===== src/rtl/muxn_pipe.sv =====
// muxn_pipe: pipelined N-way multiplexer. Each stage registers one 2:1 level of the select tree, with valid/ready flow control.
// Optional feature macro MUXN_PIPE_ERR_EN: out-of-range selects give zero data and out_err; without it the select clamps to N-1.
module muxn_pipe #(
    parameter  int N     = 5,
    parameter  int WIDTH = 32,
    localparam int SEL_W = (N > 1) ? $clog2(N) : 1,
    localparam int LAT   = SEL_W
) (
    input  logic             clk,
    input  logic             rst,
    input  logic             in_valid,
    output logic             in_ready,
    input  logic [WIDTH-1:0] in_data [N-1:0],
    input  logic [SEL_W-1:0] in_sel,
    output logic             out_valid,
    input  logic             out_ready,
    output logic [WIDTH-1:0] out_data
`ifdef MUXN_PIPE_ERR_EN
    ,
    output logic             out_err
`endif
);

    // Index 0 is the input side; index k+1 is the registered output of stage k.
    logic [LAT:0]       stage_valid;
    logic [SEL_W-1:0]   stage_sel  [LAT+1];
    logic [WIDTH-1:0]   stage_data [LAT+1][N];
    logic [LAT-1:0]     load;
    logic               sel_oor;

    assign sel_oor = (N > 1) && (int'(in_sel) >= N);

    assign stage_valid[0] = in_valid;

`ifdef MUXN_PIPE_ERR_EN
    logic [LAT:0] stage_err;
    assign stage_err[0] = sel_oor;
    assign stage_sel[0] = in_sel;
`else
    assign stage_sel[0] = sel_oor ? SEL_W'(N - 1) : in_sel;
`endif

    for (genvar gi = 0; gi < N; gi++) begin : g_in
`ifdef MUXN_PIPE_ERR_EN
        // Zeroing every leaf makes the tree result zero whatever select bits follow.
        assign stage_data[0][gi] = sel_oor ? '0 : in_data[gi];
`else
        assign stage_data[0][gi] = in_data[gi];
`endif
    end

    // Ready ripples combinationally from out_ready back through the stage valids.
    always_comb begin
        logic nxt;
        nxt = out_ready;
        load = '0;
        for (int k = LAT - 1; k >= 0; k--) begin
            load[k] = !stage_valid[k+1] || nxt;
            nxt     = load[k];
        end
    end

    for (genvar gi = 0; gi < LAT; gi++) begin : g_stage
        localparam int CNT_IN = (N + (1 << gi) - 1) >> gi;
        localparam int CNT    = (CNT_IN + 1) / 2;

        logic               valid_reg;
        logic [SEL_W-1:0]   sel_reg;
        logic [WIDTH-1:0]   data_reg  [CNT];
        logic [WIDTH-1:0]   data_next [CNT];

        for (genvar gj = 0; gj < CNT; gj++) begin : g_mux
            if (2 * gj + 1 < CNT_IN) begin : g_pair
                assign data_next[gj] = stage_sel[gi][gi] ? stage_data[gi][2*gj+1]
                                                         : stage_data[gi][2*gj];
            end else begin : g_pass
                assign data_next[gj] = stage_data[gi][2*gj];
            end
        end

        // Data only moves with a valid token, so a bubble never disturbs the held result.
        always_ff @(posedge clk) begin
            if (rst) begin
                valid_reg <= 1'b0;
                sel_reg   <= '0;
                for (int j = 0; j < CNT; j++) begin
                    data_reg[j] <= '0;
                end
            end else if (load[gi]) begin
                valid_reg <= stage_valid[gi];
                if (stage_valid[gi]) begin
                    sel_reg  <= stage_sel[gi];
                    data_reg <= data_next;
                end
            end
        end

`ifdef MUXN_PIPE_ERR_EN
        logic err_reg;
        always_ff @(posedge clk) begin
            if (rst) begin
                err_reg <= 1'b0;
            end else if (load[gi] && stage_valid[gi]) begin
                err_reg <= stage_err[gi];
            end
        end
        assign stage_err[gi+1] = err_reg;
`endif

        assign stage_valid[gi+1] = valid_reg;
        assign stage_sel[gi+1]   = sel_reg;
        for (genvar gj = 0; gj < N; gj++) begin : g_out
            if (gj < CNT) begin : g_used
                assign stage_data[gi+1][gj] = data_reg[gj];
            end else begin : g_unused
                assign stage_data[gi+1][gj] = '0;
            end
        end
    end

    assign in_ready  = load[0];
    assign out_valid = stage_valid[LAT];
    assign out_data  = stage_data[LAT][0];
`ifdef MUXN_PIPE_ERR_EN
    assign out_err   = stage_err[LAT];
`endif

endmodule


===== config.mk =====
export PLATFORM = sky130hd
export DESIGN_NAME = muxn_pipe
export DESIGN_NICKNAME = d
export VERILOG_FILES = /design/src/rtl/muxn_pipe.sv
export SDC_FILE = /design/constraint.sdc
export NUM_CORES = 1
export LEC_CHECK = 0
export ABC_AREA = 0
export CAP_MARGIN = 20
export CORE_ASPECT_RATIO = 0.7
export CORE_MARGIN = 3
export CORE_UTILIZATION = 30
export CTS_CLUSTER_SIZE = 14
export DETAILED_ROUTE_END_ITERATION = 8
export PLACE_DENSITY = 0.64
export SYNTH_ARGS = -nofsm -noshare
export SYNTH_HDL_FRONTEND = slang
export SYNTH_SLANG_ARGS = --single-unit

===== constraint.sdc =====
create_clock -name clk -period 1.6 [get_ports clk]
set_input_delay 0.4 -clock clk [delete_from_list [all_inputs] [get_ports clk]]
set_output_delay 0.4 -clock clk [all_outputs]
set_load 0.03 [all_outputs]

**Run 1: M4 wires**

(2 px per um) Supply wires on this layer in grey.
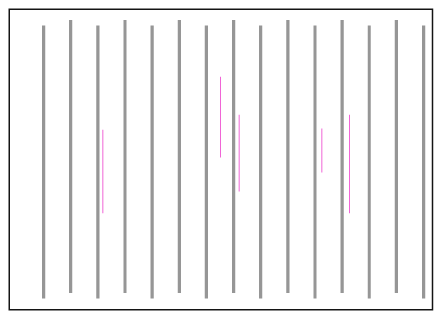
share of all routed wire: 0.78%
main direction: vertical
vias after detailed routing: 6894
total wire length: 24400 um

**Run 1: routing congestion**

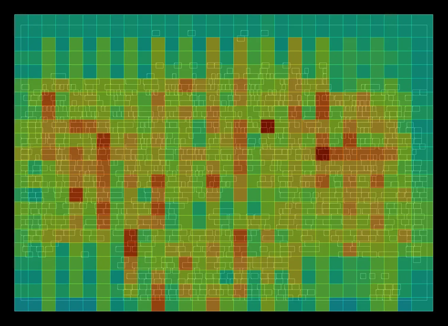
global-route usage over all layers: 15.0%
routed length per instance: 17.4 um

**Run 1: met1 routing**

(3 px per um) Supply wires on this layer in grey. Cells faint in the background.
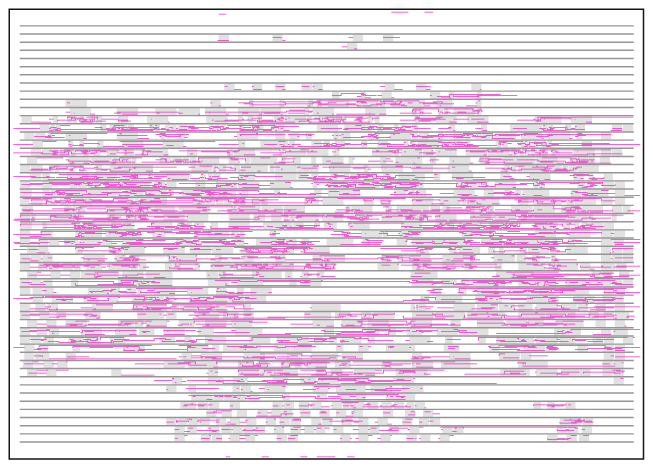
wire length on this layer: 11900 um
nets with wire on the layer: 1079
longest straight run: 56.8 um
share of all routed wire: 49%
met1 capacity usage during global routing: 21.0%

==> impl_metrics.tcl, run 1 <==
# place-and-route summary
set metrics [dict create \
    run_status "complete, but fails checks" \
    failed_checks "setup timing" \
    global_route.overflow_total 0 \
    cts_sink_count 198 \
    final_max_slew_viol_count 0 \
    n_antenna_cell 0 \
    post_synth_fa_ha_maj_area_fraction_pct 0 \
    drc 0 \
    core.rowCount 51 \
    routing_usage_on_met2_pct 23.7 \
    timing.max_cap.violations 0 \
    ff_latch_area_sq_um 3970 \
    layout.cells.most_common "sky130_fd_sc_hd__dfxtp_1" \
    post_drt_via_cell_ratio 4.91 \
    finalHoldViolCount 0 \
    cts-htree-levels 4 \
    setup.worst_path.start_class "flop" \
    area.growth.synth_to_final_pct 40.5 \
    cp_max_fo 6 \
    timing.max_slew.rel_slack_pct 76.2 \
    instances_no_fill 1405 \
    worstMarginPinSlew_ns 0.346 \
    min-delay-path-class "input port to flop" \
    power_w 0.0116 \
    core_region_area_sq_um 28400 \
    cp.arrival_ns 2.00 \
    synth_simple_gate_area_share_pct 7.36 \
    yosysChipArea_sq_um 8820 \
    ir_drop_v 0.000508 \
    cts_buffers 17 \
    required_ns 1.96 \
    cts_tree "built" \
    ys_seq_elements 198 \
    post_synth_xor_area_fraction_pct 0 \
    maximum_clock_frequency_mhz 612 \
    postSynthCellCount 823 \
    port_buffers 200 \
    die_x_um 211 \
    fp_util_pct 31.1 \
    cts-root-to-sink-buffers 2 \
    setup_total_negative_slack_ns -0.0819 \
    power_leakage_nw 4.67 \
    multi_input_comb_area_sq_um 4560 \
    portion_of_netlist_area_occupied_by_mux_cells_pct 18.3 \
    clock_tree.root_cell "sky130_fd_sc_hd__clkbuf_16" \
    yosys_top_cell_by_area "sky130_fd_sc_hd__dfxtp_1" \
    nFillCells 2667 \
    finalHoldWorstSlack_ns 0.257 \
    seq_area_frac_synth_pct 44.9 \
    first_global_vias 6770 \
    clk_transition_reported_paths_ns 0.07 \
    power_density_nw_per_um2 934 \
    fp.dieArea_sq_um 31500 \
    timing.final.crit_period_ns 1.63 \
    endpoint_kind "flop" \
    grt_start_max_net_pins 88 \
    number_of_detailed_route_iterations_in_the_first_pass 4 \
    grt_pass1_wl_um 37000 \
    num_io_pins 201 \
    number_of_failing_setup_endpoints_in_the_final_timing_report 7 \
    grt_antenna_before_repair 0 \
    synth_cell_type_count 24 \
    critPathKind "flop to flop" \
    layout_top_cells "193 x sky130_fd_sc_hd__dfxtp_1, 164 x sky130_fd_sc_hd__clkdlybuf4s50_1, 157 x sky130_fd_sc_hd__mux2i_1" \
    synth.yosys.num_cells 823 \
    layout_worst_path_cycle_share_pct 102 \
    dpl_cell_area_sq_um 11500 \
    final_design_area_no_fill_sq_um 12400 \
    post_synth_instance_area_sq_um 8820 \
    synth_top_area_share_pct 44.9 \
    timing.clock.skew_ns 0.0115 \
    largest_register_ffs 160 \
    yosys_warnings 0 \
    log.warning_count 28 \
    area_leaders "sky130_fd_sc_hd__dfxtp_1 45%, sky130_fd_sc_hd__mux2i_1 18%, sky130_fd_sc_hd__o2bb2ai_2 10%, sky130_fd_sc_hd__a21oi_1 5.7%, sky130_fd_sc_hd__a211oi_1 5.4%" \
    rsz0062_at_grt "yes" \
    hpwlAfterDp_um 17100 \
    synth_area_per_cell_sq_um 10.7 \
    place_congestion 0.780 \
    post-place-cells 1367 \
    grt.busiest_layer "met2" \
    floorplan.nets 990 \
    tally_of_nets_with_antenna_violations_remaining_after_routing 0 \
    drt_iter0_drc 385 \
    top_logic_kind "AND-OR/OR-AND gates" \
    final_critical_path_setup_slack_ns -0.0337 \
]
run 1: power by group:
| part | switching (W) | leakage, nW | internal [W] |
|---|---|---|---|
| clock | 0.00190 | 0.292 | 0.00249 |
| sequential | 0.000194 | 1.63 | 0.00520 |
| combinational | 0.000802 | 2.75 | 0.000981 |
| total | 0.00290 | 4.67 | 0.00868 |
run 1: metal layers:
metal,share of wire (%),vias up
met2,45,176
met4,0.78,0
met1,49,3271
met5,0,-
met3,5.4,17
li1,-,3430
run 1: final timing paths:
check	from	to	slack, ns	depth (start not counted)
min	rst	g_stage[0].data_reg[16]$_SDFFE_PP0P_	0.26	2
min reg2reg	g_stage[0].sel_reg[2]$_SDFFE_PP0P_	g_stage[1].sel_reg[2]$_SDFFE_PP0P_	0.46	2
max	out_valid$_SDFFE_PP0P_	g_stage[0].data_reg[37]$_SDFFE_PP0P_	-0.03	6
max reg2reg	out_valid$_SDFFE_PP0P_	g_stage[0].data_reg[37]$_SDFFE_PP0P_	-0.03	6
run 1: final cells by class:
type | instances | area share (%)
Clock buffer | 18 | 3.54
Inverter | 4 | 0.121
Clock inverter | 13 | 1.26
Timing Repair Buffer | 267 | 22.5
Multi-Input combinational cell | 534 | 36.8
Tap cell | 371 | 3.75
Sequential cell | 198 | 32.0
run 1: logic make-up after synthesis:
logic type | count (synthesis)
flip-flops | 198
AND/OR/NAND/NOR | 109
buffers and inverters | 91
multiplexers | 161
AND-OR/OR-AND | 264
run 1: Yosys cell counts, drive strengths merged:
cell type  number
a211oi         64
a21oi         101
and2            2
and4b           1
buf            34
clkbuf         53
clkinv          1
dfxtp         198
inv             3
mux2i         161
nand2           1
nand2b         69
nand3          33
nand3b          1
nand4b          1
o21ai          34
o22ai           1
o2bb2ai        64
or3             1
run 1: stage by stage:
| stage | util, % | setup slack [ns] |
|---|---|---|
| global placement | 40.3 | -0.611 |
| finish | 43.6 | -0.0337 |
| CTS | 43.0 | -0.0895 |
| global route | 43.6 | -0.0467 |
| detailed placement | 40.3 | -0.621 |
| floorplan | - | 0.0104 |
run 1: worst max-delay path, stage by stage (launching register included):
cell and delay, ns:
sky130_fd_sc_hd__dfxtp_2 0.32, sky130_fd_sc_hd__and4b_1 0.22, sky130_fd_sc_hd__buf_4 0.15, sky130_fd_sc_hd__or3_4 0.37, sky130_fd_sc_hd__buf_12 0.17, sky130_fd_sc_hd__clkbuf_16 0.17
sky130_fd_sc_hd__o2bb2ai_4 0.14
run 1: timing repair:
item / CTS / global route
setup buffers: 1 / 1
resized: 76 / 33
pin swaps: 5 / 2
hold buffers: 0 / 0
setup endpoints to repair: 92 / 106
cloned: 2 / 4
**Run 1: wiring by layer**

(2 px per um) Only two layers are drawn.
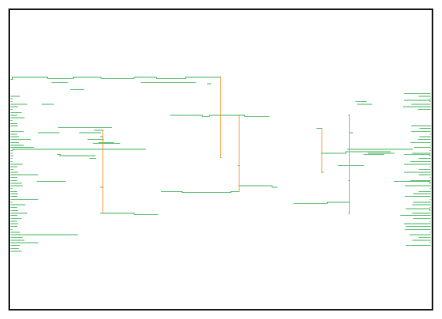

--- run 2 (diff from run 1) ---
GPL_TIMING_DRIVEN = 1   (was unset)
RECOVER_POWER = 100   (was unset)
**Run 2: wiring by layer**

(2 px per um) Only two layers are drawn.
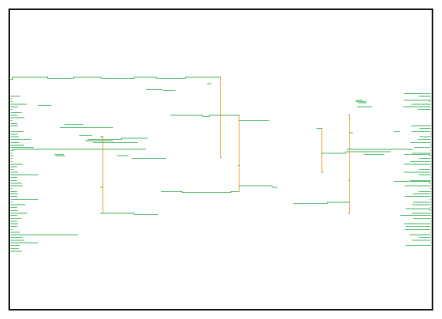
legend:
  met3:
    colour: green
    wire_length: 1290 um
  met4:
    colour: orange
    wire_length: 187 um
vias after detailed routing: 6901
total wire length: 24400 um

==> run 2 against run 1 <==
The run still ends with setup timing left; cell area barely moved; clock-buffer cell count unchanged; sequential power about the same; critical path type unchanged; critical endpoint unchanged.
==> impl_metrics.tcl, run 2 <==
# place-and-route summary
set metrics [dict create \
    run_status "complete, but fails checks" \
    failed_checks "setup timing" \
    post_synth_instance_area_sq_um 8820 \
    rsz0062_at_grt "yes" \
    clk_transition_reported_paths_ns 0.07 \
    instances_no_fill 1405 \
    die_x_um 211 \
    cp.arrival_ns 2.00 \
    yosys-top-cells-count "198 x sky130_fd_sc_hd__dfxtp_1, 161 x sky130_fd_sc_hd__mux2i_1, 101 x sky130_fd_sc_hd__a21oi_1" \
    final_critical_path_setup_slack_ns -0.0383 \
    place_congestion 0.780 \
    global_route_usage_over_all_layers_pct 15.0 \
    nFillCells 2667 \
    cts_tree "built" \
    multi_input_comb_area_sq_um 4560 \
    wl_met3_um 1290 \
    grt_pass1_wl_um 37000 \
    port_buffers 200 \
    core_region_area_sq_um 28400 \
    cts-htree-levels 4 \
    postSynthCellCount 823 \
    num_io_pins 201 \
    r2r.worst_path.cells 6 \
    largest_register_ffs 160 \
    clock_tree.root_cell "sky130_fd_sc_hd__clkbuf_16" \
    m1WireLength_um 11900 \
    critPathKind "flop to flop" \
    global_route.overflow_total 0 \
    required_ns 1.96 \
    final_design_area_no_fill_sq_um 12400 \
    timing.final.crit_period_ns 1.64 \
    reg2reg_setup_slack_ns -0.04 \
    setup_total_negative_slack_ns -0.115 \
    min-delay-path-class "input port to flop" \
    maximum_clock_frequency_mhz 610 \
    layout_worst_path_cycle_share_pct 102 \
    number_of_failing_setup_endpoints_in_the_final_timing_report 11 \
    placement.setup.worst_slack_ns -0.621 \
    grt_start_max_net_pins 88 \
    capture_point_of_the_worst_reg_to_reg_path "g_stage[0].data_reg[37]$_SDFFE_PP0P_" \
    timing.clock.skew_ns 0.0113 \
    timing.max_cap.violations 0 \
    power_leakage_nw 4.67 \
    yosys_warnings 0 \
    synth.yosys.num_cells 823 \
    yosys_top_cell_by_area "sky130_fd_sc_hd__dfxtp_1" \
    ff_latch_area_sq_um 3970 \
    first_global_vias 6770 \
    drt_iter0_drc 388 \
    log.warning_count 28 \
    worst_hold_startpoint "rst" \
    grt_antenna_before_repair 0 \
    netlist.top_cell.by_instances "sky130_fd_sc_hd__dfxtp_1" \
    synth_area_per_cell_sq_um 10.7 \
    fp.dieArea_sq_um 31500 \
    ys_seq_elements 198 \
    cts_buffers 17 \
    hold_path_end "g_stage[0].data_reg[16]$_SDFFE_PP0P_" \
    final_max_slew_viol_count 0 \
    floorplan.nets 990 \
    timing.max_slew.rel_slack_pct 76.2 \
    timing.hold.worst_path_depth 2 \
    power_density_nw_per_um2 935 \
    hpwlAfterDp_um 17100 \
    finalHoldViolCount 0 \
    layout_top_cells "193 x sky130_fd_sc_hd__dfxtp_1, 164 x sky130_fd_sc_hd__clkdlybuf4s50_1, 157 x sky130_fd_sc_hd__mux2i_1" \
    yosysChipArea_sq_um 8820 \
]
**Run 2: routing congestion**

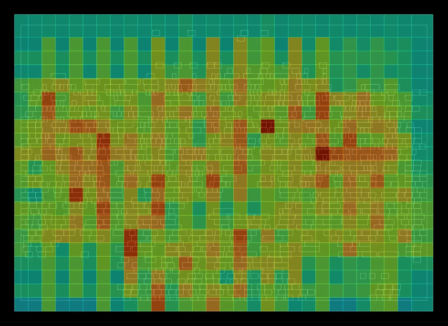
routing usage on met2: 23.7%
routed length per instance: 17.4 um
global routing's busiest layer: met2
utilization of the core after routing: 43.6%
global-route track usage on met3: 3.50%

==> run 2: cell count changes in the layout (fill, tap and decap cells not counted) <==
cell,before,now
sky130_fd_sc_hd__buf_4,48,47
sky130_fd_sc_hd__clkbuf_1,0,1
==> run 2: power by group <==
| group | switching [W] | leakage [nW] | internal (W) |
|---|---|---|---|
| sequential | 0.000194 | 1.63 | 0.00520 |
| clock | 0.00190 | 0.292 | 0.00249 |
| combinational | 0.000804 | 2.75 | 0.000980 |
| total | 0.00290 | 4.67 | 0.00867 |
==> run 2: cell type report <==
class / instances / share of cell area (%)
multi-input cells: 534 / 36.8
clock buffers: 18 / 3.55
well taps: 371 / 3.75
flip-flops and latches: 198 / 32.1
inverters: 4 / 0.121
clock inverters: 13 / 1.26
repair buffers: 267 / 22.5
==> run 2: worst max-delay path by stage <==
stage | from | endpoint | slack, ns
after CTS | out_valid$_SDFFE_PP0P_ | g_stage[0].data_reg[53]$_SDFFE_PP0P_ | -0.09
after detailed placement | out_ready | in_ready | -0.62
final | out_valid$_SDFFE_PP0P_ | g_stage[0].data_reg[37]$_SDFFE_PP0P_ | -0.04
after global placement | out_ready | in_ready | -0.61
after floorplan | out_ready | g_stage[0].data_reg[32]$_SDFFE_PP0P_ | 0.01
after global routing | out_valid$_SDFFE_PP0P_ | g_stage[0].data_reg[37]$_SDFFE_PP0P_ | -0.05
==> run 2: metrics by stage <==
step	hold WS, ns	utilization, %	total power (W)
3_3_place_gp	0.444	40.3	0.00719
3_5_place_dp	0.450	40.3	0.00721
2_1_floorplan	0.432	-	0.00637
5_1_grt	0.246	43.6	0.0120
6_report	0.262	43.6	0.0116
4_1_cts	0.241	43.0	0.0116
==> run 2: logic make-up after synthesis <==
family / share of synthesized area [%]
AND-OR/OR-AND: 23.8
flip-flops: 44.9
multiplexers: 18.3
AND/OR/NAND/NOR: 7.36
buffers and inverters: 5.62
==> run 2: repair_timing <==
item	CTS	global route
resized	76	33
setup endpoints to repair	92	106
pin swaps	5	2
setup buffers	1	1
gates cloned	2	4
==> run 2: metal layers <==
layer	track usage [%]	up-vias
met5	0	-
met4	3.28	0
met3	3.50	17
met2	23.7	174
met1	21.0	3281
li1	-	3429
==> run 2: critical path: stages, from the launching register on <==
cell                        delay (ns)
sky130_fd_sc_hd__dfxtp_2          0.33
sky130_fd_sc_hd__and4b_1          0.22
sky130_fd_sc_hd__buf_4            0.15
sky130_fd_sc_hd__or3_4            0.37
sky130_fd_sc_hd__buf_12           0.17
sky130_fd_sc_hd__clkbuf_16        0.17
sky130_fd_sc_hd__o2bb2ai_4        0.14
**Run 2: met1 routing**

(3 px per um) Supply wires on this layer in grey. Cells faint in the background.
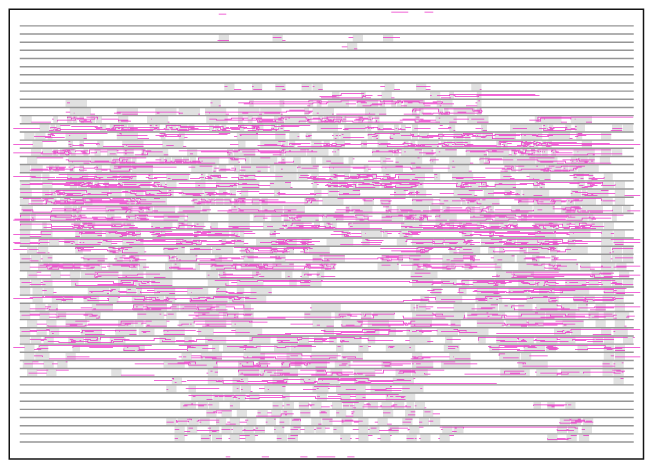

--- run 3 (diff from run 2) ---
SLEW_MARGIN = 10   (was unset)
clock period = 1.5 ns   (was 1.6 ns; I/O delays follow)
**Run 3: met1 routing**

(3 px per um) Supply wires on this layer in grey. Cells faint in the background.
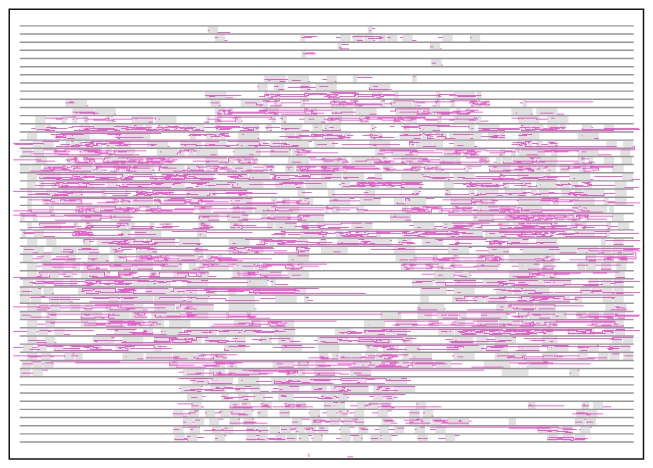
wire length on this layer: 11800 um
main direction: horizontal
longest straight run: 80.5 um
share of all routed wire: 47%
nets with wire on the layer: 1091
met1 capacity usage during global routing: 21.2%
vias after detailed routing: 6875
total wire length: 25000 um

**Run 3: sequential cells coloured by netlist name**

(2 px per um) Other sequential cells in the stronger grey, the rest of the logic in the fainter grey.
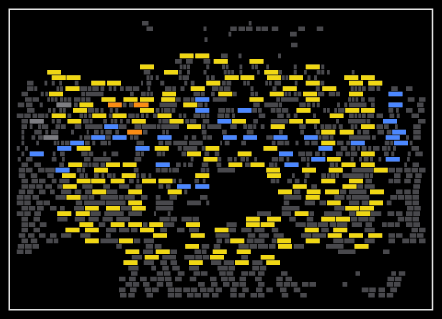
legend:
  g_stage.data_reg:
    colour: yellow
    sequential_cells: 160
  out_data:
    colour: blue
    sequential_cells: 32
    where: a band across the middle
  g_stage.sel_reg:
    colour: orange
    sequential_cells: 3
not coloured: 3
fraction of standard cell area that is sequential: 32.6%
total sequential power: 0.00575 W

==> run 3 against run 2 <==
The run still ends with setup timing left; non-clock buffer count is 4 higher; final cell count rose by 0.50%; sequential share of layout area increased by 0.51 points; clock-buffer cell count increased by 2; first-iteration DRC count increased by 10%; power is 7.7% higher; critical path type is now flop to output pin; largest cell class unchanged.
==> impl_metrics.tcl, run 3 <==
# place-and-route summary
set metrics [dict create \
    run_status "complete, but fails checks" \
    failed_checks "setup timing" \
    timing.max_slew.rel_slack_pct 75.2 \
    worstMarginPinSlew_ns 0.361 \
    setup.worst_path.start_class "flop" \
    clock_tree.root_cell "sky130_fd_sc_hd__clkbuf_16" \
    min-delay-path-class "input port to flop" \
    fp.dieArea_sq_um 31500 \
    num_io_pins 201 \
    ys_seq_elements 198 \
    cp.arrival_ns 1.24 \
    netlist.top_cell.by_instances "sky130_fd_sc_hd__dfxtp_1" \
    grt_start_max_net_pins 78 \
    capture_point_of_the_worst_reg_to_reg_path "g_stage[0].data_reg[39]$_SDFFE_PP0P_" \
    synth-async-reset-ratio_pct 0 \
    cp_max_fo 2 \
    timing.max_cap.violations 0 \
    cts_sink_count 198 \
    drc 0 \
    grt_antenna_before_repair 0 \
    log.warning_count 29 \
    final_max_slew_viol_count 0 \
    finalHoldViolCount 0 \
    synth.yosys.num_cells 823 \
    cts_buffers 17 \
    chipHeight_um 149 \
    area.growth.synth_to_final_pct 38.2 \
    critPathKind "flop to output pin" \
    yosys_warnings 0 \
    maximum_clock_frequency_mhz 621 \
    hpwlAfterDp_um 17600 \
    design.final.nets 1195 \
    timing.final.crit_period_ns 1.61 \
    power_w 0.0125 \
    share_of_layout_cells_above_drive_strength_1_pct 19.8 \
    die_x_um 211 \
    ir_drop_v 0.000684 \
    layout_top_cells "194 x sky130_fd_sc_hd__dfxtp_1, 164 x sky130_fd_sc_hd__clkdlybuf4s50_1, 161 x sky130_fd_sc_hd__mux2i_1" \
    final_design_area_no_fill_sq_um 12200 \
    core_region_area_sq_um 28400 \
    clock.latency.late_pin_ns 0.43 \
    seq_area_frac_synth_pct 44.9 \
    cts_tree "built" \
    cts_setup_buffers 0 \
    tally_of_nets_with_antenna_violations_remaining_after_routing 0 \
    yosysChipArea_sq_um 8820 \
    global_route.overflow_total 0 \
    floorplan.nets 990 \
    yosys-top-cells-count "198 x sky130_fd_sc_hd__dfxtp_1, 161 x sky130_fd_sc_hd__mux2i_1, 101 x sky130_fd_sc_hd__a21oi_1" \
    r2r.worst_path.cells 5 \
    rsz0062_at_grt "yes" \
    route.detailed.wl_per_inst_um 17.7 \
    dpl_cell_area_sq_um 11700 \
    n_antenna_cell 0 \
    number_of_failing_setup_endpoints_in_the_final_timing_report 69 \
    route.met2.wl_um 11500 \
    post_drt_via_cell_ratio 4.87 \
    top_layer "met4" \
    r2r-start "out_valid$_SDFFE_PP0P_" \
    required_ns 1.12 \
    critPathCapture "in_ready" \
    core.rowCount 51 \
    postSynthCellCount 823 \
    number_of_detailed_route_iterations_in_the_first_pass 4 \
    first_global_vias 6925 \
    layout.cells.most_common "sky130_fd_sc_hd__dfxtp_1" \
    synth_top_area_share_pct 44.9 \
    cts-root-to-sink-buffers 2 \
    largest_register_ffs 160 \
    cts_resized 90 \
    timing.clock.skew_ns 0.0133 \
    clk_transition_reported_paths_ns 0.07 \
    port_buffers 200 \
    grt_pass1_wl_um 38100 \
    fp_util_pct 31.1 \
    place_congestion 0.777 \
    drt_iter0_drc 427 \
    reg2reg_setup_slack_ns -0.08 \
    worstSetupStartpoint "out_valid$_SDFFE_PP0P_" \
    cts_hold_buf 0 \
    yosys_top_cell_by_area "sky130_fd_sc_hd__dfxtp_1" \
    global_route_usage_over_all_layers_pct 15.4 \
    final_critical_path_setup_slack_ns -0.111 \
    endpoint_kind "output pin" \
    m1WireLength_um 11800 \
    power_density_nw_per_um2 1020 \
    power_leakage_nw 4.67 \
    post_synth_edffs 0 \
    layout_worst_path_cycle_share_pct 107 \
    synth_area_per_cell_sq_um 10.7 \
    area_leaders "sky130_fd_sc_hd__dfxtp_1 45%, sky130_fd_sc_hd__mux2i_1 18%, sky130_fd_sc_hd__o2bb2ai_2 10%, sky130_fd_sc_hd__a21oi_1 5.7%, sky130_fd_sc_hd__a211oi_1 5.4%" \
    post_synth_instance_area_sq_um 8820 \
    cts-htree-levels 4 \
    synth_cell_type_count 24 \
    yosys_most_used_dff "sky130_fd_sc_hd__dfxtp_1" \
    wl_met3_um 1540 \
]
==> run 3: cell count changes in the layout (fill, tap and decap cells not counted), moves of 3 or more <==
cell | previous run | this run
sky130_fd_sc_hd__clkbuf_2 | 6 | 28
sky130_fd_sc_hd__o2bb2ai_4 | 11 | 0
sky130_fd_sc_hd__clkdlybuf4s15_2 | 14 | 7
sky130_fd_sc_hd__o2bb2ai_2 | 52 | 59
sky130_fd_sc_hd__clkdlybuf4s15_1 | 6 | 0
sky130_fd_sc_hd__buf_4 | 47 | 42
sky130_fd_sc_hd__buf_6 | 6 | 10
sky130_fd_sc_hd__mux2i_1 | 157 | 161
sky130_fd_sc_hd__mux2i_2 | 4 | 0
sky130_fd_sc_hd__o2bb2ai_1 | 1 | 5
sky130_fd_sc_hd__buf_12 | 16 | 13
==> run 3: critical path: stages, from the launching register on <==
cell and delay, ns:
sky130_fd_sc_hd__dfxtp_2 0.33, sky130_fd_sc_hd__and4b_1 0.25, sky130_fd_sc_hd__clkinv_2 0.08, sky130_fd_sc_hd__buf_6 0.14
==> run 3: kinds of logic (layout without fill, tap and decap cells) <==
group / count (synthesis) / after routing / synth area share [%]
muxes: 161 / 161 / 18.3
buffers and inverters: 91 / 307 / 5.62
and+or+nand+nor: 109 / 111 / 7.36
DFF: 198 / 198 / 44.9
AOI/OAI and AO/OA: 264 / 264 / 23.8
==> run 3: layout make-up <==
class / instances / area (sq um)
multi-input combinational: 536 / 4400
sequential: 198 / 3970
clock inverter: 12 / 178
tap: 371 / 464
inverter: 4 / 16.3
fill: 2754 / 16200
timing repair buffer: 271 / 2710
clock buffer: 20 / 447
==> run 3: metal layers <==
| layer | vias to the layer above | track usage (%) |
|---|---|---|
| li1 | 3439 | - |
| met1 | 3243 | 21.2 |
| met2 | 181 | 25.0 |
| met3 | 12 | 3.71 |
| met4 | 0 | 2.51 |
| met5 | - | 0 |
==> run 3: per-stage QoR <==
stage          utilization [%]  hold slack (ns)  TNS, ns  std cells  setup WS [ns]
2_1_floorplan                -            0.432    -1.11        823        -0.0222
3_3_place_gp              41.0            0.444   -75.66       1371         -0.669
3_5_place_dp              41.0            0.452   -80.74       1371         -0.676
4_1_cts                   43.5            0.340    -2.48       1406         -0.120
5_1_grt                   42.9            0.366   -10.23       1412         -0.152
6_report                  42.9            0.363    -2.65       1412         -0.111
==> run 3: worst min-delay path by stage <==
stage,startpoint,end,slack (ns),depth (start not counted)
after detailed placement,g_stage[0].data_reg[69]$_SDFFE_PP0P_,g_stage[0].data_reg[69]$_SDFFE_PP0P_,0.45,1
final,rst,out_data[15]$_SDFFE_PP0P_,0.36,3
after floorplan,g_stage[0].data_reg[67]$_SDFFE_PP0P_,g_stage[0].data_reg[67]$_SDFFE_PP0P_,0.43,1
after CTS,rst,out_data[15]$_SDFFE_PP0P_,0.34,3
after global placement,g_stage[0].data_reg[69]$_SDFFE_PP0P_,g_stage[0].data_reg[69]$_SDFFE_PP0P_,0.44,1
after global routing,rst,out_data[15]$_SDFFE_PP0P_,0.37,3
==> run 3: where the power goes <==
part           switching [W]  internal [W]  leakage (nW)
clock                0.00202       0.00284         0.292
sequential          0.000197       0.00555          1.63
combinational       0.000847       0.00101          2.75
total                0.00306       0.00940          4.67
No activity file was given, so power comes from the tool's default toggle rates.
